===== config.mk =====
export PLATFORM = sky130hd
export DESIGN_NAME = conv_stream_scheduler_flat
export DESIGN_NICKNAME = d
export VERILOG_FILES = /design/src/rtl/conv_stream_if.sv /design/src/rtl/conv_stream_scheduler.sv /design/src/flat_wrapper.sv
export SDC_FILE = /design/constraint.sdc
export NUM_CORES = 1
export LEC_CHECK = 0
export CELL_PAD_IN_SITES_DETAIL_PLACEMENT = 1
export CELL_PAD_IN_SITES_GLOBAL_PLACEMENT = 2
export CORE_MARGIN = 4
export CORE_UTILIZATION = 34
export CTS_CLUSTER_DIAMETER = 80
export DETAILED_ROUTE_END_ITERATION = 8
export PLACE_DENSITY_LB_ADDON = 0.1
export SLEW_MARGIN = 20
export SYNTH_ARGS = -nofsm -noshare
export SYNTH_HDL_FRONTEND = slang
export SYNTH_SLANG_ARGS = --single-unit

===== constraint.sdc =====
create_clock -name clk -period 5.6 [get_ports clk]
set_clock_uncertainty 0.1 [all_clocks]
set_input_delay 1.12 -clock clk [delete_from_list [all_inputs] [get_ports clk]]
set_output_delay 1.12 -clock clk [all_outputs]
set_load 0.02 [all_outputs]

===== src/rtl/conv_stream_if.sv =====
// Handshake and status bundle between the layer sequencer and its DMA stream,
// kernel BRAM, datapath and host control.
interface conv_stream_if;
    logic        start;
    logic [1:0]  CHANNEL_SIZE_choose;
    logic [2:0]  IMAGE_SIZE_choose;
    logic        s_axis_tvalid;
    logic        s_axis_tlast;
    logic        s_axis_tready;
    logic        pix_ready;
    logic        out_last;
    logic        kernel_we;
    logic [7:0]  kernel_addr;
    logic        pix_valid;
    logic [7:0]  pix_chan;
    logic [11:0] pix_index;
    logic [11:0] bias_addr;
    logic        busy;
    logic        conv_DONE;
    logic        err_cfg;
    logic        err_tlast_early;
    logic        err_tlast_missing;

    modport master (
        output start, CHANNEL_SIZE_choose, IMAGE_SIZE_choose,
        output s_axis_tvalid, s_axis_tlast, pix_ready, out_last,
        input  s_axis_tready, kernel_we, kernel_addr, pix_valid, pix_chan, pix_index,
        input  bias_addr, busy, conv_DONE, err_cfg, err_tlast_early, err_tlast_missing
    );

    modport slave (
        input  start, CHANNEL_SIZE_choose, IMAGE_SIZE_choose,
        input  s_axis_tvalid, s_axis_tlast, pix_ready, out_last,
        output s_axis_tready, kernel_we, kernel_addr, pix_valid, pix_chan, pix_index,
        output bias_addr, busy, conv_DONE, err_cfg, err_tlast_early, err_tlast_missing
    );
endinterface


===== src/rtl/conv_stream_scheduler.sv =====
// Sequences one convolution output layer: loads C kernel words, streams N*N*C
// image beats channel-fastest, waits for the datapath to drain, then advances bias.
module conv_stream_scheduler (
    input  logic          clk,
    input  logic          aresetn,
    conv_stream_if.slave  bus
);
    typedef enum logic [2:0] {
        ST_IDLE, ST_LOAD_KERNEL, ST_STREAM_IMAGE, ST_DRAIN, ST_DONE
    } state_t;

    state_t      state_r, state_nxt_s;
    logic [1:0]  c_sel_r;
    logic [2:0]  n_sel_r;
    logic [7:0]  kcnt_r;
    logic [19:0] beat_cnt_r;
    logic [7:0]  chan_cnt_r;
    logic [11:0] idx_cnt_r;
    logic [11:0] bias_r;
    logic        abort_r, err_cfg_r, err_early_r, err_missing_r;

    logic [7:0]  c_last_s;
    logic [4:0]  c_log2_s, n_log2_s;
    logic [20:0] total_s;
    logic [19:0] total_m1_s;
    logic        tready_s, accept_s, kernel_we_s, pix_valid_s;
    logic        load_cfg_s, cfg_bad_s, set_early_s, set_missing_s;

    // Decode latched geometry into last-channel index and log2 sizes
    always_comb begin
        case (c_sel_r)
            2'd0:    begin c_last_s = 8'd255; c_log2_s = 5'd8; end
            2'd1:    begin c_last_s = 8'd127; c_log2_s = 5'd7; end
            2'd2:    begin c_last_s = 8'd63;  c_log2_s = 5'd6; end
            2'd3:    begin c_last_s = 8'd31;  c_log2_s = 5'd5; end
            default: begin c_last_s = 8'd255; c_log2_s = 5'd8; end
        endcase
        case (n_sel_r)
            3'd0:    n_log2_s = 5'd2;
            3'd1:    n_log2_s = 5'd3;
            3'd2:    n_log2_s = 5'd4;
            3'd3:    n_log2_s = 5'd5;
            3'd4:    n_log2_s = 5'd6;
            default: n_log2_s = 5'd2;
        endcase
    end

    // N*N*C is always a power of two, so the final image beat index is 2^k - 1
    assign total_s    = (21'd1 << (n_log2_s + n_log2_s + c_log2_s)) - 21'd1;
    assign total_m1_s = total_s[19:0];

    assign tready_s    = (state_r == ST_LOAD_KERNEL) ? 1'b1 :
                         (state_r == ST_STREAM_IMAGE) ? bus.pix_ready : 1'b0;
    assign accept_s    = bus.s_axis_tvalid & tready_s;
    assign kernel_we_s = accept_s & (state_r == ST_LOAD_KERNEL);
    assign pix_valid_s = accept_s & (state_r == ST_STREAM_IMAGE);

    // Next-state and one-cycle control strobes
    always_comb begin
        state_nxt_s   = state_r;
        load_cfg_s    = 1'b0;
        cfg_bad_s     = 1'b0;
        set_early_s   = 1'b0;
        set_missing_s = 1'b0;
        case (state_r)
            ST_IDLE: begin
                if (bus.start && (bus.IMAGE_SIZE_choose <= 3'd4)) begin
                    load_cfg_s  = 1'b1;
                    state_nxt_s = ST_LOAD_KERNEL;
                end else if (bus.start) begin
                    cfg_bad_s   = 1'b1;
                end else begin
                    state_nxt_s = ST_IDLE;
                end
            end
            ST_LOAD_KERNEL: begin
                if (accept_s && bus.s_axis_tlast) begin
                    set_early_s = 1'b1;
                    state_nxt_s = ST_DRAIN;
                end else if (accept_s && (kcnt_r == c_last_s)) begin
                    state_nxt_s = ST_STREAM_IMAGE;
                end else begin
                    state_nxt_s = ST_LOAD_KERNEL;
                end
            end
            ST_STREAM_IMAGE: begin
                if (accept_s && (beat_cnt_r == total_m1_s)) begin
                    set_missing_s = ~bus.s_axis_tlast;
                    state_nxt_s   = ST_DRAIN;
                end else if (accept_s && bus.s_axis_tlast) begin
                    set_early_s = 1'b1;
                    state_nxt_s = ST_DRAIN;
                end else begin
                    state_nxt_s = ST_STREAM_IMAGE;
                end
            end
            ST_DRAIN: begin
                if (abort_r || bus.out_last) begin
                    state_nxt_s = ST_DONE;
                end else begin
                    state_nxt_s = ST_DRAIN;
                end
            end
            ST_DONE:  state_nxt_s = ST_IDLE;
            default:  state_nxt_s = ST_IDLE;
        endcase
    end

    // State register
    always_ff @(posedge clk or negedge aresetn) begin
        if (!aresetn) state_r <= ST_IDLE;
        else          state_r <= state_nxt_s;
    end

    // Geometry latch, beat counters and sticky error flags
    always_ff @(posedge clk or negedge aresetn) begin
        if (!aresetn) begin
            c_sel_r <= 2'd0;  n_sel_r <= 3'd0;  kcnt_r <= 8'd0;
            beat_cnt_r <= 20'd0;  chan_cnt_r <= 8'd0;  idx_cnt_r <= 12'd0;
            abort_r <= 1'b0;  err_cfg_r <= 1'b0;  err_early_r <= 1'b0;  err_missing_r <= 1'b0;
        end else if (load_cfg_s) begin
            c_sel_r <= bus.CHANNEL_SIZE_choose;  n_sel_r <= bus.IMAGE_SIZE_choose;
            kcnt_r <= 8'd0;  beat_cnt_r <= 20'd0;  chan_cnt_r <= 8'd0;  idx_cnt_r <= 12'd0;
            abort_r <= 1'b0;  err_cfg_r <= 1'b0;  err_early_r <= 1'b0;  err_missing_r <= 1'b0;
        end else begin
            if (cfg_bad_s)     err_cfg_r <= 1'b1;
            if (kernel_we_s)   kcnt_r <= kcnt_r + 8'd1;
            if (pix_valid_s) begin
                beat_cnt_r <= beat_cnt_r + 20'd1;
                if (chan_cnt_r == c_last_s) begin
                    chan_cnt_r <= 8'd0;
                    idx_cnt_r  <= idx_cnt_r + 12'd1;
                end else begin
                    chan_cnt_r <= chan_cnt_r + 8'd1;
                end
            end
            if (set_early_s) begin
                err_early_r <= 1'b1;
                abort_r     <= 1'b1;
            end
            if (set_missing_s) err_missing_r <= 1'b1;
        end
    end

    // Bias pointer advances once per completed layer
    always_ff @(posedge clk or negedge aresetn) begin
        if (!aresetn)                bias_r <= 12'd0;
        else if (state_r == ST_DONE) bias_r <= bias_r + 12'd1;
    end

    assign bus.s_axis_tready     = tready_s;
    assign bus.kernel_we         = kernel_we_s;
    assign bus.kernel_addr       = kcnt_r;
    assign bus.pix_valid         = pix_valid_s;
    assign bus.pix_chan          = chan_cnt_r;
    assign bus.pix_index         = idx_cnt_r;
    assign bus.bias_addr         = bias_r;
    assign bus.busy              = (state_r != ST_IDLE);
    assign bus.conv_DONE         = (state_r == ST_DONE);
    assign bus.err_cfg           = err_cfg_r;
    assign bus.err_tlast_early   = err_early_r;
    assign bus.err_tlast_missing = err_missing_r;
endmodule


===== src/flat_wrapper.sv =====
// flat-port wrapper written by rule: the top's interface ports become plain ports
module conv_stream_scheduler_flat 
  (clk, aresetn, bus_start, bus_CHANNEL_SIZE_choose, bus_IMAGE_SIZE_choose, bus_s_axis_tvalid, bus_s_axis_tlast, bus_pix_ready, bus_out_last, bus_s_axis_tready, bus_kernel_we, bus_kernel_addr, bus_pix_valid, bus_pix_chan, bus_pix_index, bus_bias_addr, bus_busy, bus_conv_DONE, bus_err_cfg, bus_err_tlast_early, bus_err_tlast_missing);
  conv_stream_if bus_i ();
  input  logic clk;
  input  logic aresetn;
  input wire logic [$bits(bus_i.start)-1:0] bus_start;
  input wire logic [$bits(bus_i.CHANNEL_SIZE_choose)-1:0] bus_CHANNEL_SIZE_choose;
  input wire logic [$bits(bus_i.IMAGE_SIZE_choose)-1:0] bus_IMAGE_SIZE_choose;
  input wire logic [$bits(bus_i.s_axis_tvalid)-1:0] bus_s_axis_tvalid;
  input wire logic [$bits(bus_i.s_axis_tlast)-1:0] bus_s_axis_tlast;
  input wire logic [$bits(bus_i.pix_ready)-1:0] bus_pix_ready;
  input wire logic [$bits(bus_i.out_last)-1:0] bus_out_last;
  output wire logic [$bits(bus_i.s_axis_tready)-1:0] bus_s_axis_tready;
  output wire logic [$bits(bus_i.kernel_we)-1:0] bus_kernel_we;
  output wire logic [$bits(bus_i.kernel_addr)-1:0] bus_kernel_addr;
  output wire logic [$bits(bus_i.pix_valid)-1:0] bus_pix_valid;
  output wire logic [$bits(bus_i.pix_chan)-1:0] bus_pix_chan;
  output wire logic [$bits(bus_i.pix_index)-1:0] bus_pix_index;
  output wire logic [$bits(bus_i.bias_addr)-1:0] bus_bias_addr;
  output wire logic [$bits(bus_i.busy)-1:0] bus_busy;
  output wire logic [$bits(bus_i.conv_DONE)-1:0] bus_conv_DONE;
  output wire logic [$bits(bus_i.err_cfg)-1:0] bus_err_cfg;
  output wire logic [$bits(bus_i.err_tlast_early)-1:0] bus_err_tlast_early;
  output wire logic [$bits(bus_i.err_tlast_missing)-1:0] bus_err_tlast_missing;
  assign bus_i.start = bus_start;
  assign bus_i.CHANNEL_SIZE_choose = bus_CHANNEL_SIZE_choose;
  assign bus_i.IMAGE_SIZE_choose = bus_IMAGE_SIZE_choose;
  assign bus_i.s_axis_tvalid = bus_s_axis_tvalid;
  assign bus_i.s_axis_tlast = bus_s_axis_tlast;
  assign bus_i.pix_ready = bus_pix_ready;
  assign bus_i.out_last = bus_out_last;
  assign bus_s_axis_tready = bus_i.s_axis_tready;
  assign bus_kernel_we = bus_i.kernel_we;
  assign bus_kernel_addr = bus_i.kernel_addr;
  assign bus_pix_valid = bus_i.pix_valid;
  assign bus_pix_chan = bus_i.pix_chan;
  assign bus_pix_index = bus_i.pix_index;
  assign bus_bias_addr = bus_i.bias_addr;
  assign bus_busy = bus_i.busy;
  assign bus_conv_DONE = bus_i.conv_DONE;
  assign bus_err_cfg = bus_i.err_cfg;
  assign bus_err_tlast_early = bus_i.err_tlast_early;
  assign bus_err_tlast_missing = bus_i.err_tlast_missing;
  conv_stream_scheduler u_core (.clk(clk), .aresetn(aresetn), .bus(bus_i));
endmodule

==> impl_metrics.py, run 1 <==
# Synthesis and PnR figures
metrics = {
    "sta": {
        "final.period_utilization_pct": 80.0,
        "finalSetupViolCount": 0,
    },
    "clock_network": {
        "post-cts-setup-buffers": 0,
        "cts_buffer_depth": 2,
        "ctsResizeCount": 0,
    },
    "min_path": {
        "whs_endpoint": "u_core.bus.bias_addr[11]$_DFFE_PN0P_",
    },
    "cells_and_area": {
        "drive_above_1_share_pct": 6.22,
        "stdcell_area_um2": 5440,
        "clk_share_pct": 5.06,
        "largest_class": "multi-input combinational cells",
    },
    "synth": {
        "async_reset_ff_share_pct": 100,
        "postSynthSeqShare_pct": 39.9,
        "synth_warnings": 0,
        "compound_area_share_pct": 13.8,
    },
    "placed_design": {
        "hpwl_mm": 8.99,
        "place.gp.congestion": 0.822,
    },
    "critical_path": {
        "path_class": "flop to flop",
        "cp_top_family": "simple AND/OR/NAND/NOR gates",
        "crit_buf_inv": 2,
    },
    "global_route": {
        "met3_usage_pct": 3.82,
        "grt_pass1_vias": 3992,
        "top_usage_layer": "met2",
    },
    "route": {
        "drtIter0Drc": 213,
        "ant_nets": 0,
    },
    "pwr": {
        "powerDensity_nw_per_um2": 559,
        "p_comb_mw": 1.85,
    },
    "outcome": {
        "status": "finished, final reports clean",
    },
    "die": {
        "initial_core_util_pct": 35.0,
    },
}
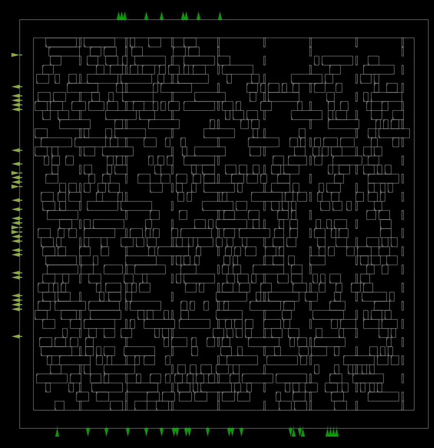
*Cell outlines without signal wires, run 1*
Finished Core Util: 42.7%
Seq/total area: 32.7%
fin cells: 719
tapcell count: 172

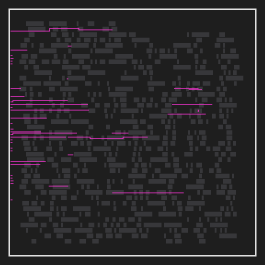
*The metal 3 layer, run 1*
Drawn at 2 px/um.
nets with wire on the layer: 35
wire length on this layer: 473 um

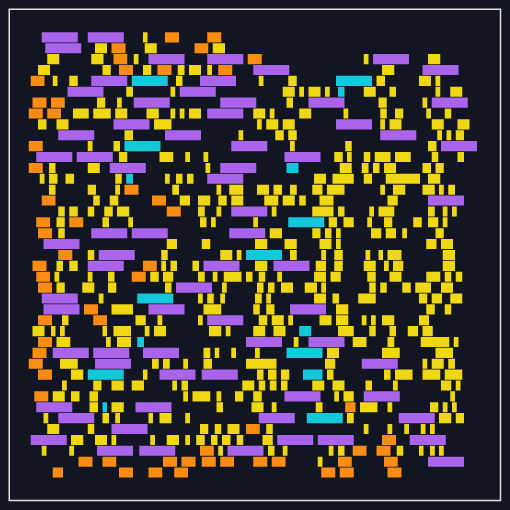
*Cell classes on the final placement, run 1*
Drawn at 4 px/um.
legend:
  sequential cells:
    colour: purple
    cells: 71
    share_of_their_area: 34%
  remaining buffers and delay cells:
    colour: orange
    cells: 60
    share_of_their_area: 11%
  combinational and other logic:
    colour: yellow
    cells: 400
    share_of_their_area: 49%
  clock drivers and dummy loads:
    colour: cyan
    cells: 16
    share_of_their_area: 5.3%

### Cell sizes after repair, run 1

Drawn at 3 px/um.
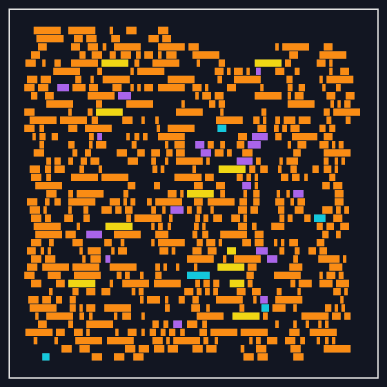

==> run 2, diff against run 1 <==
==> constraint.sdc (replaced) <==
create_clock -name clk -period 4.2 [get_ports clk]
set_clock_uncertainty 0.1 [all_clocks]
set_input_delay 0.84 -clock clk [delete_from_list [all_inputs] [get_ports clk]]
set_output_delay 0.84 -clock clk [all_outputs]
set_load 0.02 [all_outputs]
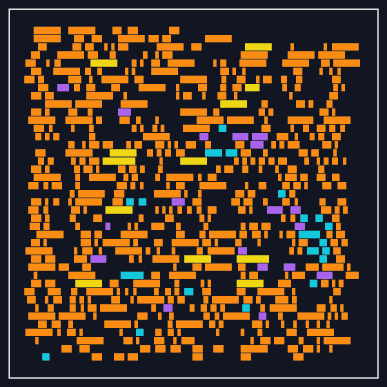
*Cell sizes after repair, run 2*
Drawn at 3 px/um.
legend:
  _3 and _4 cells:
    colour: cyan
    cells: 20
  _6 and larger:
    colour: yellow
    cells: 12
  _0 and _1 cells:
    colour: orange
    cells: 508
  _2 cells:
    colour: purple
    cells: 18

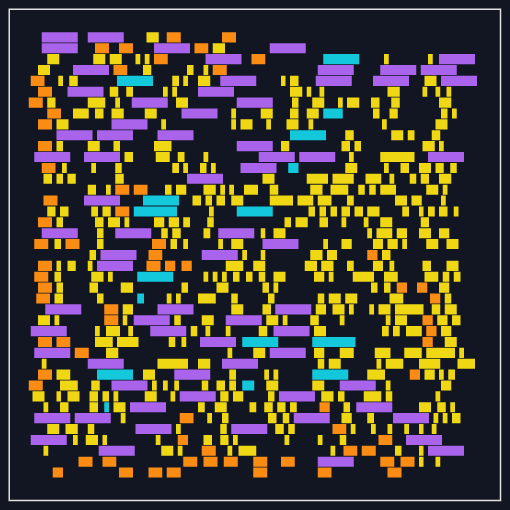
*Cell classes on the final placement, run 2*
Drawn at 4 px/um.
Finished Core Util: 44.0%
final instance area: 5600 um2
Seq/total area: 31.7%
# rows: 41

==> run 2 against run 1 <==
Register-to-register slack worse by 920 ps. Power is 44% higher. Global-route usage is 0.062 points lower. Area after synthesis stayed put. Die area stayed put. Clock power is 55% higher. Core utilization is 1.3 points higher. Synthesized cell count stayed put. Largest cell class unchanged. Cell count is 1.5% higher.
==> impl_metrics.py, run 2 <==
# Synthesis and PnR figures
metrics = {
    "sta": {
        "final.period_utilization_pct": 95.3,
        "max_clock_freq_mhz": 250,
        "finalSetupViolCount": 0,
        "worst_pin_slew_ps": 943,
    },
    "clock_network": {
        "cts_buffer_depth": 2,
        "ctsResizeCount": 0,
        "post-cts-setup-buffers": 0,
        "hold_buffers": 0,
    },
    "run": {
        "cap_violations": 0,
    },
    "global_route": {
        "top_usage_layer": "met2",
        "grt_pass1_vias": 4096,
    },
    "synth": {
        "synth_warnings": 0,
        "async_reset_ff_share_pct": 100,
        "postSynthSeqShare_pct": 39.9,
        "compound_area_share_pct": 13.8,
    },
    "cells_and_area": {
        "largest_class": "multi-input combinational cells",
        "clk_share_pct": 5.79,
        "drive_above_1_share_pct": 8.96,
    },
    "route": {
        "ant_nets": 0,
        "drtIter0Drc": 144,
    },
    "pwr": {
        "powerDensity_nw_per_um2": 781,
    },
    "die": {
        "initial_core_util_pct": 35.0,
        "ios": 60,
        "tap-cell-count": 172,
    },
    "placed_design": {
        "place.gp.congestion": 0.868,
        "hpwl_mm": 9.20,
        "io_buffers": 59,
    },
    "min_path": {
        "whs_endpoint": "u_core.bus.bias_addr[11]$_DFFE_PN0P_",
    },
    "outcome": {
        "status": "finished, final reports clean",
    },
    "critical_path": {
        "crit_buf_inv": 2,
    },
}
==> run 3, diff against run 2 <==
--- a/config.mk
+++ b/config.mk
@@ -5,11 +5,13 @@
 export SDC_FILE = /design/constraint.sdc
 export NUM_CORES = 1
 export LEC_CHECK = 0
+export ABC_CLOCK_PERIOD_IN_PS = 4200
 export CELL_PAD_IN_SITES_DETAIL_PLACEMENT = 1
 export CELL_PAD_IN_SITES_GLOBAL_PLACEMENT = 2
 export CORE_MARGIN = 4
 export CORE_UTILIZATION = 34
 export CTS_CLUSTER_DIAMETER = 80
+export CTS_CLUSTER_SIZE = 12
 export DETAILED_ROUTE_END_ITERATION = 8
 export PLACE_DENSITY_LB_ADDON = 0.1
 export SLEW_MARGIN = 20
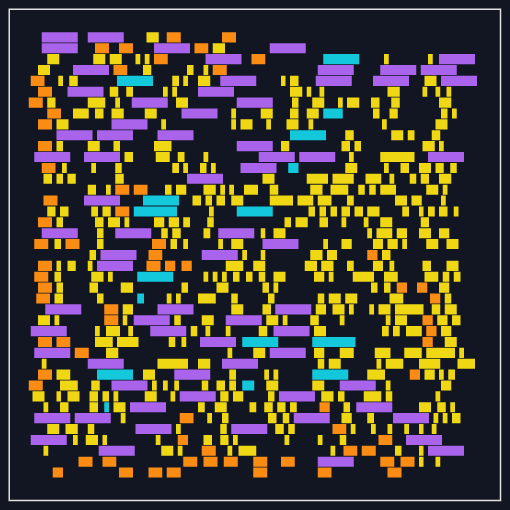
*Cell classes on the final placement, run 3*
Drawn at 4 px/um.
area of the core: 12700 um2

==> run 3 against run 2 <==
Area after synthesis unchanged. Sequential share of layout area did not move. Clock power about the same. Hold slack did not move. Critical path depth stayed put. Maximum frequency unchanged. Largest cell class unchanged.
==> impl_metrics.py, run 3 <==
# Synthesis and PnR figures
metrics = {
    "placed_design": {
        "hpwl_mm": 9.20,
        "place.gp.congestion": 0.868,
        "io_buffers": 59,
    },
    "die": {
        "initial_core_util_pct": 35.0,
        "tap-cell-count": 172,
        "ios": 60,
        "rows": 41,
    },
    "cells_and_area": {
        "drive_above_1_share_pct": 8.96,
        "seq-cell-share_pct": 31.7,
        "clk_share_pct": 5.79,
        "final_nets": 578,
        "lay_top_cells": "71 x dfrtp_1, 58 x clkdlybuf4s50_1, 57 x nor2_1",
        "top_register": "u_core.beat_cnt_r",
        "largest_class": "multi-input combinational cells",
        "stdcell_area_um2": 5600,
    },
    "sta": {
        "worst_pin_slew_ps": 943,
        "max_clock_freq_mhz": 250,
        "final.period_utilization_pct": 95.3,
        "finalSetupViolCount": 0,
    },
    "synth": {
        "async_reset_ff_share_pct": 100,
        "postSynthSeqShare_pct": 39.9,
        "compound_area_share_pct": 13.8,
        "synthFlopType": "dfrtp_1",
        "synth_warnings": 0,
        "synthTopCellsByArea": "dfrtp_1 40%, xnor2_1 6.5%, xor2_1 5.1%, nor2_1 4.8%, nand2_1 3.6%",
    },
    "outcome": {
        "status": "finished, final reports clean",
    },
    "clock_network": {
        "ctsResizeCount": 0,
        "cts_buffer_depth": 2,
        "post-cts-setup-buffers": 0,
        "hold_buffers": 0,
    },
    "global_route": {
        "grt_pass1_vias": 4096,
        "top_usage_layer": "met2",
    },
    "route": {
        "ant_nets": 0,
        "drtIter0Drc": 144,
    },
    "critical_path": {
        "crit_buf_inv": 2,
    },
    "run": {
        "cap_violations": 0,
    },
    "min_path": {
        "whs_endpoint": "u_core.bus.bias_addr[11]$_DFFE_PN0P_",
    },
}
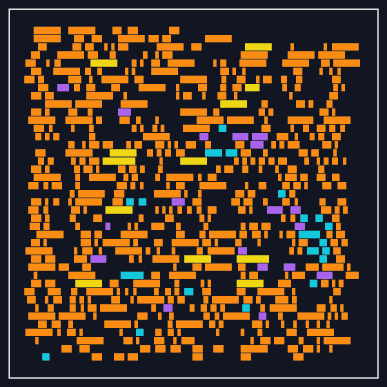
*Cell sizes after repair, run 3*
Drawn at 3 px/um.
legend:
  _2 cells:
    colour: purple
    cells: 18
  _0 and _1 cells:
    colour: orange
    cells: 508
  _3 and _4 cells:
    colour: cyan
    cells: 20
  _6 and larger:
    colour: yellow
    cells: 12

Power figures rest on the tool's default switching activity, not on a simulated workload.
